**config.mk**
```make
export PLATFORM = sky130hd
export DESIGN_NAME = prog_fetch
export DESIGN_NICKNAME = d
export VERILOG_FILES = /design/src/rtl/prog_fetch.sv
export SDC_FILE = /design/constraint.sdc
export NUM_CORES = 1
export LEC_CHECK = 0
export CORE_AREA = 2 2 49 51
export DETAILED_ROUTE_END_ITERATION = 7
export DIE_AREA = 0 0 51 53
export PLACE_DENSITY = 0.77
export SETUP_SLACK_MARGIN = 0.4
export SLEW_MARGIN = 30
export SYNTH_ARGS = -nofsm -noshare
export SYNTH_HDL_FRONTEND = slang
export SYNTH_SLANG_ARGS = --single-unit
export TNS_END_PERCENT = 5
```
**constraint.sdc**
```tcl
create_clock -name clk -period 1.7 [get_ports clk]
set_clock_uncertainty 0.1 [all_clocks]
set_input_delay 0.17 -clock clk [delete_from_list [all_inputs] [get_ports clk]]
set_output_delay 0.17 -clock clk [all_outputs]
set_load 0.05 [all_outputs]
```
**src/rtl/prog_fetch.sv**
```systemverilog
// prog_fetch: instruction fetch unit sitting on the read side of a small
// program memory (combinational read). It owns the program counter, registers
// each fetched word into the instruction register (IR), and hands the IR to
// the decoder over a valid/ready handshake. Decoder jumps flush the IR and
// redirect the PC. A HALT opcode stops fetching once the decoder has taken it.
// A resume pulse then restarts fetching just past the halt word.
//
// Ports:
//   clk       in   1   system clock, rising edge
//   rst       in   1   synchronous active-high reset
//   pm_adr    out  AW  program memory address (always the PC)
//   pm_data   in   DW  program memory read data (same cycle as pm_adr)
//   ir        out  DW  instruction register
//   ir_valid  out  1   ir holds an unconsumed instruction
//   ir_ready  in   1   decoder accepts ir this cycle
//   jmp_en    in   1   one-cycle jump request
//   jmp_adr   in   AW  jump target (sampled only with jmp_en)
//   resume    in   1   restart pulse, honoured only while halted
//   halted    out  1   unit is in HALT
//   pc_out    out  AW  current PC for debug
module prog_fetch #(
  parameter int              AW      = 5,
  parameter int              DW      = 6,
  parameter logic [DW-1:0]   HALT_OP = {DW{1'b1}},
  parameter logic [AW-1:0]   RST_PC  = {AW{1'b0}}
) (
  input  logic          clk,
  input  logic          rst,
  output logic [AW-1:0] pm_adr,
  input  logic [DW-1:0] pm_data,
  output logic [DW-1:0] ir,
  output logic          ir_valid,
  input  logic          ir_ready,
  input  logic          jmp_en,
  input  logic [AW-1:0] jmp_adr,
  input  logic          resume,
  output logic          halted,
  output logic [AW-1:0] pc_out
);

  typedef enum logic [1:0] {
    S_IDLE  = 2'd0,
    S_RUN   = 2'd1,
    S_DRAIN = 2'd2,
    S_HALT  = 2'd3
  } state_e;

  localparam logic [AW-1:0] PC_ONE = {{(AW-1){1'b0}}, 1'b1};

  state_e        state_q, state_d;
  logic [AW-1:0] pc_q, pc_d;
  logic [DW-1:0] ir_q, ir_d;
  logic          ir_valid_q, ir_valid_d;
  logic          halted_q, halted_d;
  logic          load_s;

  // Next-state logic: jump beats everything, then load/accept, else hold.
  always_comb begin
    state_d    = state_q;
    pc_d       = pc_q;
    ir_d       = ir_q;
    ir_valid_d = ir_valid_q;
    // An empty IR, or one being accepted this cycle, can be refilled; this is
    // what gives one instruction per cycle under continuous ready.
    load_s     = (state_q == S_RUN) && (!ir_valid_q || ir_ready) && !jmp_en;

    case (state_q)
      S_IDLE: begin
        state_d = S_RUN;
      end
      S_RUN: begin
        if (jmp_en) begin
          pc_d       = jmp_adr;
          ir_valid_d = 1'b0;
        end else if (load_s) begin
          ir_d       = pm_data;
          ir_valid_d = 1'b1;
          if (pm_data == HALT_OP) begin
            // PC stays on the halt word; resume steps past it.
            state_d = S_DRAIN;
          end else begin
            pc_d = pc_q + PC_ONE;
          end
        end else begin
          // Stall: IR must stay stable while valid and unaccepted.
          state_d = S_RUN;
        end
      end
      S_DRAIN: begin
        if (jmp_en) begin
          pc_d       = jmp_adr;
          ir_valid_d = 1'b0;
          state_d    = S_RUN;
        end else if (ir_valid_q && ir_ready) begin
          ir_valid_d = 1'b0;
          state_d    = S_HALT;
        end else begin
          state_d = S_DRAIN;
        end
      end
      S_HALT: begin
        ir_valid_d = 1'b0;
        if (resume) begin
          pc_d    = pc_q + PC_ONE;
          state_d = S_RUN;
        end else begin
          state_d = S_HALT;
        end
      end
      default: begin
        state_d    = S_IDLE;
        ir_valid_d = 1'b0;
      end
    endcase

    halted_d = (state_d == S_HALT);
  end

  // State and datapath registers with synchronous reset.
  always_ff @(posedge clk) begin
    if (rst) begin
      state_q    <= S_IDLE;
      pc_q       <= RST_PC;
      ir_q       <= {DW{1'b0}};
      ir_valid_q <= 1'b0;
      halted_q   <= 1'b0;
    end else begin
      state_q    <= state_d;
      pc_q       <= pc_d;
      ir_q       <= ir_d;
      ir_valid_q <= ir_valid_d;
      halted_q   <= halted_d;
    end
  end

  assign pm_adr   = pc_q;
  assign pc_out   = pc_q;
  assign ir       = ir_q;
  assign ir_valid = ir_valid_q;
  assign halted   = halted_q;

endmodule

```
Figure 1. Clock wiring as the flow saved it.
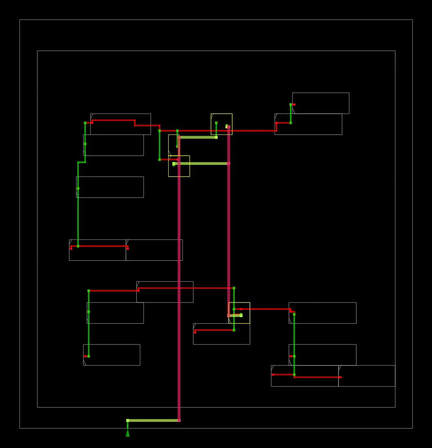
clock buffers: 4
clk_lat worst skew: 0.28 ns
flop count: 15

Figure 2. Register map, names as in the netlist.
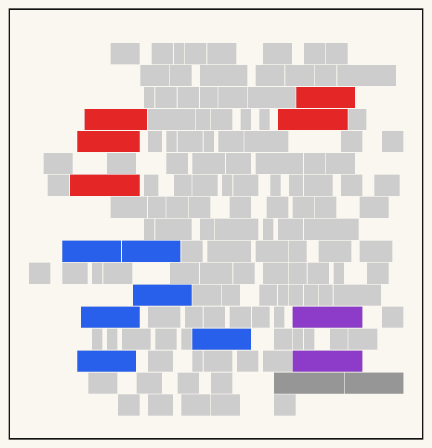
ir -> blue  # flops 6
pc_out -> red  # flops 5
state_q -> purple  # flops 2
not coloured = 2
sequential cell power: 0.387 mW
FF/Latch Area: 322 µm²

==> results.yml <==
# synthesis and place-and-route metrics
sta:
  max_freq_mhz: 701
  hold_viol_final: 0
  rsz0062_at_grt: "yes"
  min_period_ns: 1.43
  finalWorstSetupSlack_ns: 0.274
  slew_viol_final: 0
  slew_headroom_pct: 74.4
  worst_hold_slack_ns: 0.171
  period_used_pct: 83.9
  worst_pin_slew_ns: 0.382
setup_path:
  critPathMaxStageDelay_ns: 0.38
  start_kind: "flip-flop"
  cp.required_ns: 1.79
  slowest_stage: "dfxtp_4"
  cp.arrival_ns: 1.52
  path_max_fanout: 5
logic_synthesis:
  synth_flops: 15
  yosys.area_share.aoi_pct: 18.8
  syn_area_um2: 910
  async_reset_ff_share_pct: 0
  postSynthAreaPerCell_um2: 9.28
  top_logic_kind: "simple AND/OR/NAND/NOR gates"
  edf_count: 0
  xor_area_share_pct: 0.963
  ys_cells: 98
  fp_nets: 115
  topCellsByArea: "dfxtp_1 33%, mux2i_1 12%, buf_4 5.0%, nor2_1 5.0%, buf_6 3.7%"
  synth_cell_types: 35
  top_area_share_pct: 33.0
  common_cells: "15 x dfxtp_1, 12 x nor2_1, 11 x mux2i_1, 6 x buf_4, 6 x nand2_1"
  ys_sh_adder_pct: 1.38
  ff_type: "dfxtp_1"
  ys_seq_share_pct: 33.0
  yosysTopAreaCell: "dfxtp_1"
  simple_gate_share_pct: 24.2
  syn_inst: 98
  mux_area_share_pct: 12.1
flow_run:
  warnings: 29
  maxCapViolations: 0
drt:
  drtPass1Iterations: 4
  ant_nets: 0
  vias_per_cell: 5.14
  drtIter0Drc: 17
  avgRoutedWirePerCell_um: 13.7
  drcViolationCount: 0
finish:
  final_area_um2: 1390
  comb_share_pct: 42.0
  final_util_pct: 64.8
  inverters: 1
  clkCellAreaFrac_pct: 1.89
  signal_buffers: 50
  antenna_cells: 0
  drive_above_1_share_pct: 45.8
  area_growth_syn_to_layout_pct: 53.1
  seq_share_pct: 23.1
  fin_nets: 160
  buffer_area_share_pct: 30.3
  logic_area_um2: 584
  largest_cell_class: "logic gates"
  fillerInstances: 175
  comb_cells: 72
global_route:
  grt_pass1_wl_mm: 3.77
  grt_pass1_vias: 828
  antenna_found_initial: 0
  overflow: 0
power:
  ir_drop_v: 0.000414
  power_mw: 0.886
  p_leak_nw: 0.636
  swShare_pct: 34.4
  seqPwrFrac_pct: 43.7
  clkPwrFrac_pct: 23.2
  p_comb_share_pct: 33.1
  p_int_mw: 0.581
  powerDensity_nw_per_um2: 636
  p_switching_mw: 0.304
clock_network:
  root_buffer: "clkbuf_4"
  tritoncts: "built"
  post_cts_buffers: 7
  cts_resized: 18
  clock-sinks: 15
  cts.path.max_buffers: 2
  htreeDepth: 1
  cts_buffers: 3
  holdBufCountCts: 0
  cts.clk_slew.worst_paths_ns: 0.09
floorplan:
  chipArea_um2: 2700
  fp_util_pct: 42.3
  core_area_um2: 2150
  fp-row-count: 17
  num_io_pins: 34
placed_design:
  gp_congestion: 0.799
  pre_cts_ws_ns: -0.195
status:
  status: "complete, no violations"
hold_path:
  hp-class: "in2reg"
Figure 3. Routed metal, one colour a layer.
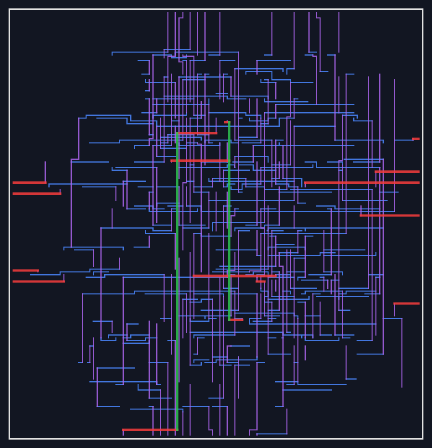
M4 -> green  # wire length 61.2 µm
M1 -> blue  # wire length 994 µm
M3 -> red  # wire length 80.5 µm
M2 -> purple  # wire length 1190 µm
DR vias: 873
global router's overall resource usage: 18.9%

Figure 4. Pin map.
Pins as bars across the die edge, other pins in grey.
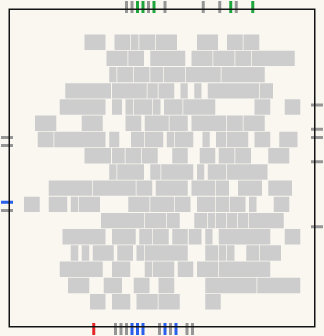
pc_out -> green  # pins 5, direction output, edge north
ir -> blue  # pins 6, direction output, edge 5 south, 1 west
clk -> red  # pins 1, direction input, edge south
Die Y-Extent: 53 µm
Die Span X: 51 µm
IO Port Bufs: 33

-- layout by cell type, fill, tap and decap left out, types with 2 or more instances in the layout --
cell type and n:
a21oi_2 3, clkdlybuf4s50_1 10, dfxtp_4 5, buf_6 2, a21oi_1 2, o32ai_2 3, dfxtp_2 2, buf_4 32
and2_1 3, nor2_1 12, nor2b_1 4, dlygate4sd2_1 5, mux2i_1 11, nand3_1 4, dfxtp_1 8, clkbuf_4 3
nand2_1 6
-- power by group through the flow --
stage          logic [mW]  registers [mW]  clock network (mW)
5_1_grt             0.310           0.391               0.243
6_report            0.293           0.387               0.206
4_1_cts             0.287           0.387               0.208
3_3_place_gp        0.270           0.399                   0
3_5_place_dp        0.272           0.400                   0
2_1_floorplan       0.129           0.451                   0
-- routing by layer --
layer,track usage (%),vias up,part of all wire (%)
li1,-,432,-
met2,31.8,18,51
met4,10.8,0,2.6
met5,0,-,0
met1,22.9,418,43
met3,2.82,5,3.4
-- stage by stage --
step | std cells | TNS [ns]
3_5_place_dp | 159 | -1.37
2_1_floorplan | 98 | 0
4_1_cts | 170 | 0
3_3_place_gp | 159 | -0.718
6_report | 170 | 0
5_1_grt | 170 | 0
-- critical path: cells and delay by family (launching register included) --
kind | cells | cell delay [ns]
buffers and inverters | 1 | 0.15
AND-OR/OR-AND | 3 | 0.55
AND/OR/NAND/NOR | 1 | 0.15
flip-flops | 1 | 0.38
-- flip-flops by register name, summed over array words and instances (netlist names) --
name      flops
ir_valid      1
ir            6
state_q       2
pc_out        5
halted        1
-- final timing paths --
check | start | to | slack (ns) | depth (start not counted)
worst max-delay path | state_q[0] | pc_out[2] | 0.27 | 5
worst max register to register | state_q[0] | pc_out[2] | 0.27 | 5
worst min-delay path | pm_data[0] | ir[0] | 0.17 | 3
worst min register to register | pc_out[0] | pc_out[0] | 0.41 | 1
Power and IR drop assume default switching activity.
